Design sum4_rr_arbiter, sky130hd; sources not shown.
**Run 1: register map, names as in the netlist**

The bar under the picture is 50 um long. Other sequential cells in the stronger grey, the rest of the logic in the fainter grey.
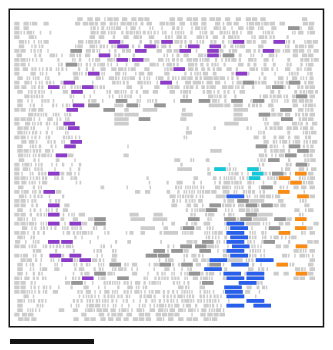
legend:
  orange:
    netlist_name: `resp_Z`
    flops: 11
  blue:
    netlist_name: `u_tag_fifo/mem_q`
    flops: 24
    where: south-east
  cyan:
    netlist_name: `u_tag_fifo/count`
    flops: 4
    where: east
  purple:
    netlist_name: `dp_A`
    flops: 44
final standard cell utilization of the core: 47.5%
FF/Latch Area: 3120 um2

**Run 1: cell classes on the final placement**

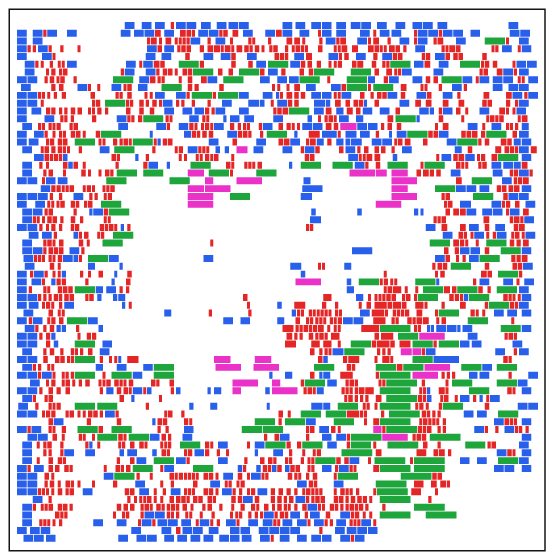
legend:
  magenta:
    class: clock drivers and dummy loads
    cells: 32
  green:
    class: sequential cells
    cells: 144
  red:
    class: combinational and other logic
    cells: 1332
  blue:
    class: remaining buffers and delay cells
    cells: 593
Core Box Area: 33300 um2
fraction of area in registers: 19.8%
placement row count: 67
final standard cell area without fillers: 15800 um2

**Run 1: clock distribution**

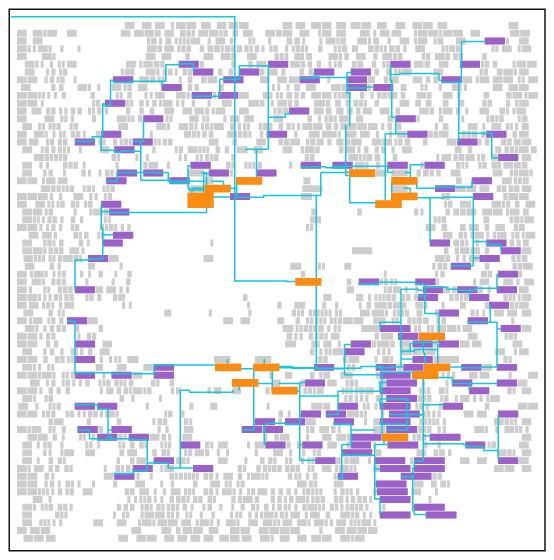
legend:
  cyan:
    item: clock wires
    length: 2270 um
  orange:
    item: clock drivers
    count: 17
  purple:
    item: flip-flops
    count: 144
flops lie: widely spread
routed clock nets: 18
Setup Skew: 0.0171 ns
power dissipated in the clock network: 2.05 mW
Clock Latency Late Sink: 0.43 ns

==> results.yml, run 1 <==
# physical design summary
detailed_routing:
  vias: 11900
  drt_iter0_markers: 714
  tally_of_nets_with_antenna_violations_remaining_after_routing: 0
floorplan:
  floorplan.die.width_um: 187
yosys:
  mux_area_share_pct: 0.314
  yosys-top-cells-count: "sky130_fd_sc_hd__nand3_1, sky130_fd_sc_hd__nand2_1, sky130_fd_sc_hd__inv_1"
  synth-async-reset-ratio_pct: 0
  synth-cells-yosys: 1567
power:
  netSwitchingFraction_pct: 50.2
  max-vdd-ir-drop_uv: 393
  power.combinational.total_mw: 9.73
worst_setup_path:
  path_class: "input pin to primary output"
  timing.critical_path.slowest_stage_cell: "sky130_fd_sc_hd__clkdlybuf4s50_1"
  regToRegSetupSlack_ns: 0.25
  crit_path_start_kind: "input pin"
cts:
  h-tree-depth: 4
  ctsLongestPathBuffers: 2
  clock-sinks: 144
  clk_transition_reported_paths_ns: 0.07
  cts_tree: "done"
flow_run:
  cap_violations: 0
outcome:
  status: "finished, final reports clean"
final_layout:
  insertedDiodeCount: 1
  filler_cell_count: 3421
  clock_cell_share_pct: 3.90
  syn2layout_area_growth_pct: 65.1
  bufAreaShareNonClock_pct: 34.9
  area_dominant_class: "non-clock buffers"
global_route:
  grt_start_max_net_pins: 27
  overflow: 0
  grt_pass1_vias: 11400
timing:
  drv_slew: 0
  max-slew-margin-rel_pct: 38.3
  fin_worst_hold_slack_ns: 0.475
  final-setup-viol-count: 0
min_path:
  number_of_cells_traversed_by_the_worst_hold_path: 2
## run 1: layer usage
metal  vias to the layer above  track usage (%)  part of all wire [%]
met5                         -                0                 0.028
met4                         2             6.93                   2.5
met1                      5460             28.0                    41
met3                        63             6.06                   7.2
met2                       508             42.2                    49
li1                       5874                -                     -
## run 1: per-stage QoR
| step | power [mW] | std cells |
|---|---|---|
| 2_1_floorplan | 8.81 | 1574 |
| 3_3_place_gp | 12.4 | 2504 |
| 3_5_place_dp | 12.5 | 2504 |
| 4_1_cts | 14.7 | 2539 |
| 5_1_grt | 15.9 | 2549 |
| 6_report | 14.8 | 2550 |
## run 1: what timing repair did
| item | CTS | global route |
|---|---|---|
| setup buffers | 4 | 10 |
| pin swaps | 1 | 3 |
| gates resized | 43 | 13 |
| gates cloned | 0 | 1 |
| endpoints found under the setup margin | 32 | 6 |
--- run 2 (diff from run 1) ---
--- a/config.mk
+++ b/config.mk
@@ -9,8 +9,9 @@
 export CORE_AREA = 2 2 185 187
 export DETAILED_ROUTE_END_ITERATION = 8
 export DIE_AREA = 0 0 187 189
+export DONT_BUFFER_PORTS = 1
 export GPL_TIMING_DRIVEN = 0
-export PLACE_DENSITY = 0.72
+export PLACE_DENSITY = 0.53
 export SKIP_LAST_GASP = 1
 export SYNTH_ARGS = -nofsm -noshare
 export SYNTH_HDL_FRONTEND = slang
**Run 2: register map, names as in the netlist**

The bar under the picture is 50 um long. Other sequential cells in the stronger grey, the rest of the logic in the fainter grey.
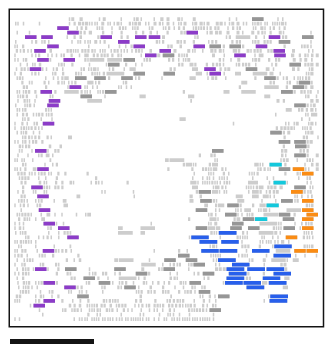
legend:
  cyan:
    netlist_name: `u_tag_fifo/count`
    flops: 4
    where: east
  blue:
    netlist_name: `u_tag_fifo/mem_q`
    flops: 24
    where: south-east
  orange:
    netlist_name: `resp_Z`
    flops: 11
  purple:
    netlist_name: `dp_A`
    flops: 44
    where: widely spread
not coloured: 61
final standard cell utilization of the core: 32.7%
FF/Latch Area: 3130 um2
sequential group power: 4.25 mW
fraction of area in registers: 28.7%

**Run 2: clock wiring as the flow saved it**

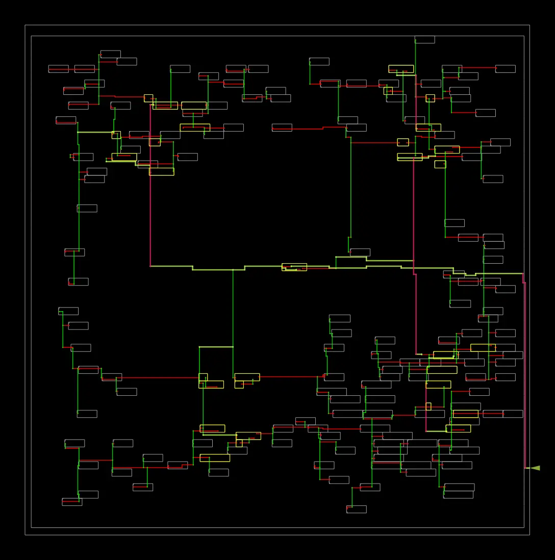
FF+latch count: 144
Setup Skew: 0.0134 ns

==> results.yml, run 2 <==
# physical design summary
power:
  clockNetworkPower_mw: 2.20
  netSwitchingFraction_pct: 53.2
  fin_total_pwr_mw: 13.1
  power.combinational.total_mw: 6.69
  max-vdd-ir-drop_uv: 505
worst_setup_path:
  crit_path_start_kind: "flop"
  regToRegSetupSlack_ns: 0.38
  path_class: "flop to primary output"
  timing.critical_path.slowest_stage_cell: "sky130_fd_sc_hd__dfxtp_2"
detailed_routing:
  vias: 9956
  maxUsedRoutingLayer: "met5"
  wl_met1_um: 15300
  route.met3.wl_um: 3180
cts:
  ctsLongestPathBuffers: 2
  clk_transition_reported_paths_ns: 0.06
  cts_tree: "done"
  clk_latency_ns: 0.45
  clock-sinks: 144
yosys:
  yosys-top-cells-count: "sky130_fd_sc_hd__nand3_1, sky130_fd_sc_hd__nand2_1, sky130_fd_sc_hd__inv_1"
  synth-async-reset-ratio_pct: 0
  synth-cells-yosys: 1567
  mux_area_share_pct: 0.314
min_path:
  number_of_cells_traversed_by_the_worst_hold_path: 1
flow_run:
  cap_violations: 0
global_route:
  grt.met3_usage_pct: 6.28
  overflow: 0
  grt_start_max_net_pins: 27
  grt.busiest_layer: "met2"
  grt_use_met2_pct: 36.7
final_layout:
  syn2layout_area_growth_pct: 13.9
  instances_no_fill: 2058
  finish.instance_area_um2: 10900
timing:
  max-slew-margin-rel_pct: 29.0
  final-setup-viol-count: 0
  drv_slew: 0
floorplan:
  core_region_area_um2: 33300
  rows: 67
  floorplan.die.width_um: 187
outcome:
  status: "finished, final reports clean"
-- run 2: cell counts after synthesis --
Identical to the previous run, type by type.
-- run 2: what timing repair did --
action                     in CTS  in global routing
setup buffers                   0                  3
setup endpoints to repair      32                  7
pin swaps                       1                  0
resized                        19                 11
-- run 2: area by class of cell --
class	count	area (um2)
Timing Repair Buffer	3	22.5
Clock buffer	19	455
Multi-Input combinational cell	1019	4820
Fill cell	3752	22400
Inverter	313	1180
Sequential cell	144	3130
Tap cell	448	561
Buffer	97	539
Clock inverter	13	183
Antenna cell	2	5.00
-- run 2: worst max-delay path, delay by kind of cell (launching register included) --
family	cells	cell delay, ns
buf+inv	4	0.77
simple gates	6	0.66
flops	1	0.40
compound gates	1	0.10
Power is estimated from default activity; no workload was simulated.
